==> images/clock_wires.png <==
(3 px per micron)
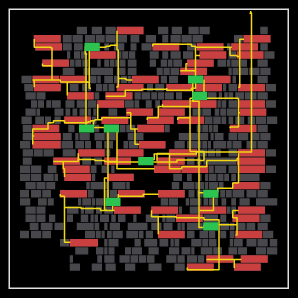
==> images/closeup.png <==
Region (59, 13) to (79, 33) microns. Cells in gray, sequential cells in the stronger gray; small squares are vias.
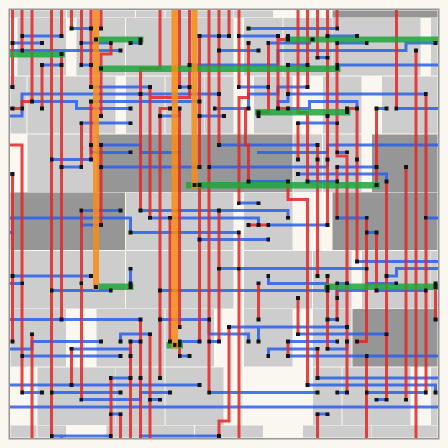
==> images/layers.png <==
(4 px per micron)
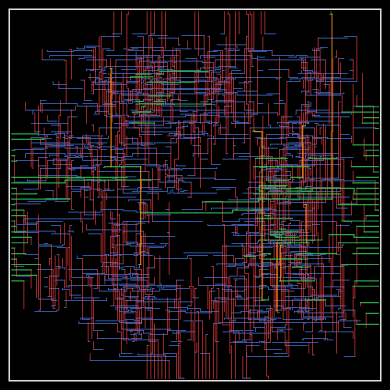
==> images/m4.png <==
(4 px per micron) Cells faint in the background.
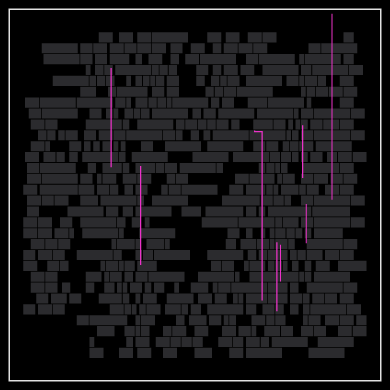
--- src/rtl/hazard_ctrl.sv ---
// hazard_ctrl: 5-stage pipeline sequencer (load-use stalls, branch flushes, wait-stated data memory, timeout halt)
//   clk, rst_n                 clock / async active-low reset
//   rs1_id, rs2_id, use_rs*    decode-stage source operands
//   memread_ex, rd_ex          EX-stage load and its destination
//   memop_mem, taken_mem       MEM-stage memory op / taken branch
//   dmem_ready, dmem_req       data memory handshake
//   pcwrite..mwwrite           pipeline register enables
//   fdflush, deflush, exflush  pipeline register bubble controls
//   mem_err, halted            sticky timeout flag / HALT state
//   stall_cnt, flush_cnt       saturating event counters
module hazard_ctrl #(
   parameter int MEM_TIMEOUT = 16,
   parameter int CNT_W       = 32
) (
   input  logic             clk,
   input  logic             rst_n,
   input  logic [4:0]       rs1_id,
   input  logic [4:0]       rs2_id,
   input  logic             use_rs1,
   input  logic             use_rs2,
   input  logic             memread_ex,
   input  logic [4:0]       rd_ex,
   input  logic             memop_mem,
   input  logic             taken_mem,
   input  logic             dmem_ready,
   output logic             dmem_req,
   output logic             pcwrite,
   output logic             fdwrite,
   output logic             dewrite,
   output logic             exwrite,
   output logic             mwwrite,
   output logic             fdflush,
   output logic             deflush,
   output logic             exflush,
   output logic             mem_err,
   output logic             halted,
   output logic [CNT_W-1:0] stall_cnt,
   output logic [CNT_W-1:0] flush_cnt
);
   localparam int WW = $clog2(MEM_TIMEOUT + 1);
   typedef enum logic [1:0] {RUN, MEMWAIT, HALT} state_t;
   state_t state, state_nx;
   logic [WW-1:0] wcnt, wcnt_nx;
   logic lu, go, br, bub, err_nx;
   always_comb begin
      lu = memread_ex & (rd_ex != 5'd0) & ((use_rs1 & (rs1_id == rd_ex)) | (use_rs2 & (rs2_id == rd_ex)));
      // go: the pipeline may advance this cycle (no outstanding memory wait)
      go = (state == RUN) ? !(memop_mem & !dmem_ready) : (state == MEMWAIT) & dmem_ready;
      br = go & taken_mem;
      bub = go & !taken_mem & lu;
      pcwrite = rst_n & go & !bub;
      fdwrite = rst_n & go & !bub;
      dewrite = rst_n & go;
      exwrite = rst_n & go;
      mwwrite = rst_n & go;
      fdflush = !rst_n | br;
      deflush = !rst_n | br | bub;
      exflush = !rst_n | br;
      dmem_req = rst_n & ((memop_mem & (state != HALT)) | (state == MEMWAIT));
      halted = rst_n & (state == HALT);
      state_nx = state;
      wcnt_nx = wcnt;
      err_nx = mem_err;
      if (state == RUN && memop_mem && !dmem_ready) begin
         state_nx = MEMWAIT;
         wcnt_nx = WW'(1);
      end else if (state == MEMWAIT) begin
         if (dmem_ready) state_nx = RUN;
         else if (wcnt == WW'(MEM_TIMEOUT)) begin
            state_nx = HALT;
            err_nx = 1'b1;
         end else wcnt_nx = wcnt + WW'(1);
      end
   end
   always_ff @(posedge clk or negedge rst_n) begin
      if (!rst_n) begin
         state <= RUN;
         wcnt <= '0;
         mem_err <= 1'b0;
         stall_cnt <= '0;
         flush_cnt <= '0;
      end else begin
         state <= state_nx;
         wcnt <= wcnt_nx;
         mem_err <= err_nx;
         if (state != HALT && !pcwrite && stall_cnt != '1) stall_cnt <= stall_cnt + CNT_W'(1);
         if (br && flush_cnt != '1) flush_cnt <= flush_cnt + CNT_W'(1);
      end
   end
endmodule
--- config.mk ---
export PLATFORM = sky130hd
export DESIGN_NAME = hazard_ctrl
export DESIGN_NICKNAME = d
export VERILOG_FILES = /design/src/rtl/hazard_ctrl.sv
export SDC_FILE = /design/constraint.sdc
export NUM_CORES = 1
export LEC_CHECK = 0
export CAP_MARGIN = 25
export CORE_MARGIN = 3
export CORE_UTILIZATION = 49
export CTS_CLUSTER_SIZE = 16
export DETAILED_ROUTE_END_ITERATION = 10
export GPL_TIMING_DRIVEN = 0
export PLACE_DENSITY = 0.81
export SLEW_MARGIN = 20
export SYNTH_ARGS = -nofsm -noshare
export SYNTH_HDL_FRONTEND = slang
export SYNTH_SLANG_ARGS = --single-unit
--- constraint.sdc ---
create_clock -name clk -period 2.3 [get_ports clk]
set_input_delay 0.23 -clock clk [delete_from_list [all_inputs] [get_ports clk]]
set_output_delay 0.23 -clock clk [all_outputs]
set_load 0.01 [all_outputs]
==> metrics.log <==
[report] extracting results
[metrics] outcome: completed
[metrics] worst-path cell chain: nand4_2 > or3_4 > or4_4 > nor2b_1 > buf_6 > and3_4 > xor2_1
[metrics] Post-CTS Repair Setup Buffers: 7
[metrics] Total Power: 2.80 mW
[metrics] cts repair resizes: 17
[metrics] largest net degree at the start of global routing: 41
[metrics] diode count: 0
[metrics] Clk Tree Root Cell: clkbuf_8
[metrics] global-route wire length before repair: 15.1 mm
[metrics] footprint of the flip-flops and latches: 0.00181 sq mm
[metrics] Pre-antenna DRT Iters: 4
[metrics] Largest cell class: multi-input combinational cells
[metrics] Pwr Density: 542 mW/mm^2
[metrics] Global Route met3 Usage: 0.0422
[metrics] synthesized chip area reported by yosys: 0.00367 sq mm
[metrics] # hold bufs at CTS: 2
[metrics] first element of the critical path: flush_cnt[16]$_DFFE_PN0P_
[metrics] DP Wirelength: 6.48 mm
[metrics] tap cell count: 96
[metrics] count of flip-flops with a built-in enable after synthesis: 0
[metrics] wirelength, routed: 9.26 mm
[metrics] die y size: between 90 and 100 microns
[metrics] via count of the first global-routing pass: around 3000
[metrics] deepest clock path buffer count: 2
[metrics] crit path time final: 2.30 ns
[metrics] number of design-rule violations left by the first detailed-router iteration: 194
[metrics] simple logic cell fraction of the synthesized area: 0.250
[metrics] clock transition at the registers of the reported paths: 0.08 ns
[metrics] count of cell types in the netlist: 42
[metrics] Post-synth top flop: dfrtp_1
[metrics] deepest level of the CTS H-tree: 3
[metrics] area added between synthesis and finish: 40.8%
[metrics] Critical Path Stages: 7
[metrics] net count after synthesis: 380
[metrics] area of the multi-input gates: roughly 0.0018 sq mm
[metrics] FMAX: 435 MHz
[metrics] Slew Limit Fails: 0
[metrics] count of yosys warnings during synthesis: 0
[metrics] Post-DP Area: 0.00478 sq mm
[metrics] average routed wire per standard cell: 16.1 microns
[metrics] OpenROAD warning count: 28
[metrics] post-placement cell count: 547
[metrics] Final Wtd Congestion: roughly 0.9
[metrics] GR met1 Demand/Resource: 0.299
[metrics] Final Instance Area: between 0.005 and 0.006 sq mm
[metrics] cells taking the most area after synthesis: dfrtp_1 49%, xnor2_1 13%, nand4_1 5.3%
[metrics] async set-reset flop share out of synthesis: 1.00
[metrics] drt via density: 5.55
[metrics] worst hold slack after final layout: 0.482 ns
[metrics] type of element launching the critical path: flop
[metrics] crit-path max FO: 8
[metrics] portion of synthesized cell area occupied by the leading cell type: 0.491
[metrics] Slew headroom: 0.640
[metrics] worst r2r path cells: 7
[metrics] portion of the clock cycle consumed by the worst path in the final layout: 1.00
[metrics] clock net sink count: 72
[metrics] endpoint of the worst setup timing path: flush_cnt[6]$_DFFE_PN0P_
[metrics] overall chip area: approximately 0.0086 sq mm
[metrics] cell accounting for the most synthesized area: dfrtp_1
[metrics] core occupancy in the finished layout: 0.736
[metrics] most frequently placed logic cell in the final layout: clkdlybuf4s50_1
[metrics] number of storage elements in the synthesis netlist: 72
[metrics] fraction of final layout cells with drive strength greater than 1: 0.138
[metrics] power in combinational cells: around 390 uW
[metrics] sequential share of power: 0.505
[metrics] I/O pins: 98
[metrics] XOR/XNOR share of the synthesized area: 0.177
[metrics] dominant combinational cell family by area after synthesis: simple AND/OR/NAND/NOR gates
[metrics] DRT met1 WL: 3.82 mm
[metrics] destination of the worst hold path: mem_err$_DFFE_PN0P_
[metrics] switching share of total power: 0.256
[metrics] number of multi-input logic gates: about 260
[metrics] critical path's slowest cell: or4_4
[metrics] Initial Util: 0.523
[metrics] crit end category: flop
[metrics] internal power: about 2.1 mW
[metrics] synthesized instance count: 353
[metrics] most frequent cells in the layout: 85 x clkdlybuf4s50_1, 67 x dfrtp_1, 53 x xnor2_1, 31 x nand4_1, 26 x nand3_1
[metrics] path type of the worst min-delay path: reg -> reg
[metrics] Main power group: sequential cells
[metrics] Met3 Wirelength: 668 microns
[metrics] final hold violation count: 0
[metrics] synthesized-area fraction occupied by ao, oa, aoi and oai cells: 0.0324
[metrics] highest routing layer actually used: met4
[metrics] Flop Count: 72
[metrics] final setup violating endpoints: 0
[metrics] sequential power: ~1.4 mW
[metrics] clock buffer instance count of the final layout: 11
[metrics] initial antenna violation count: 0
[metrics] setup slack of the critical path after layout: 0.000599 ns
[metrics] worst path bufs/invs: 1
[metrics] number of cells in the yosys synthesis report: approximately 350
[metrics] maximum vdd drop: around 0.00067 V
[metrics] Residual DRC: 0
[metrics] CTS tree: done
[metrics] pin slew with the least headroom to its limit: 0.536 ns
[metrics] number of non-clock buffers in the layout: 120
[metrics] synthesized cell area: 0.00367 sq mm
[metrics] final layout net count: 500
[metrics] mux share of post-synthesis cell area: 0.00614
[metrics] top cell types by occurrence after synthesis: 72 x dfrtp_1, 53 x xnor2_1, 31 x nand4_1
[metrics] critical hold path startpoint: mem_err$_DFFE_PN0P_
[metrics] net switching power: 716 uW
[metrics] number of rows in the core area: 30
[metrics] setup_tns: 0 ns
[metrics] leading cell type by number of instances after synthesis: dfrtp_1
[metrics] GRT Overall Usage: 0.220
[metrics] GR Layer Usage met2: 0.347
[metrics] Worst Setup Path Type: reg -> reg
[metrics] fill count: ~500
[metrics] non-clock inverter count: 11
[metrics] width of the chip: 92.5 microns
[metrics] vias: 3188
[metrics] mean instance size in the synthesized netlist: a little over 10 sq um
[metrics] fraction of area in multi-input gates: 0.355
[metrics] sequential element share of the synthesized area: 0.491
[metrics] adder share: 0.0136
[metrics] dominant delay contributor by cell family on the critical path: simple AND/OR/NAND/NOR gates
[metrics] worst slack at placement: -0.409 ns
[metrics] routing layer with the top usage in global route: met2
[metrics] Comb power frac: 0.138
[metrics] reg-to-reg startpoint: flush_cnt[16]$_DFFE_PN0P_
[metrics] largest registers: flush_cnt (32), stall_cnt (32), wcnt (5)
[metrics] Core Box Area: 0.00702 sq mm
[metrics] Clock buf/inv share: 0.0383
[metrics] number of clock buffers inserted by TritonCTS: 9
[metrics] Static Leak: 2.35 nW
[metrics] sum of overflow across all layers after global routing: 0
[metrics] Hold Path Cell Cnt: 2
About clock_wires.png:
yellow -> clock wires  # length 890 microns
red -> flip-flops  # count 72
green -> clock-net drivers  # count 9
routed clock nets = 10
clock-net power: 999 uW
clk latency late pin: 0.34 ns
clock skew: 0.0128 ns
share of total power in the clock network: 0.357

About closeup.png:
orange -> M4
blue -> M1
red -> M2
green -> M3
sequential cells in the window = 3
most frequent = nand4_1 (5), nand3_1 (4), nor3_1 (4)
netlist names of flops here include = flush_cnt (3)
cells with their middle in the window = 37

About layers.png:
green -> M3  # wire length 669 microns
blue -> M1  # wire length 3820 microns
red -> M2  # wire length 4580 microns
orange -> M4  # wire length 188 microns

About m4.png:
longest straight run = 46.2 microns
nets with wire on the layer = 5

Power and IR drop assume default switching activity.
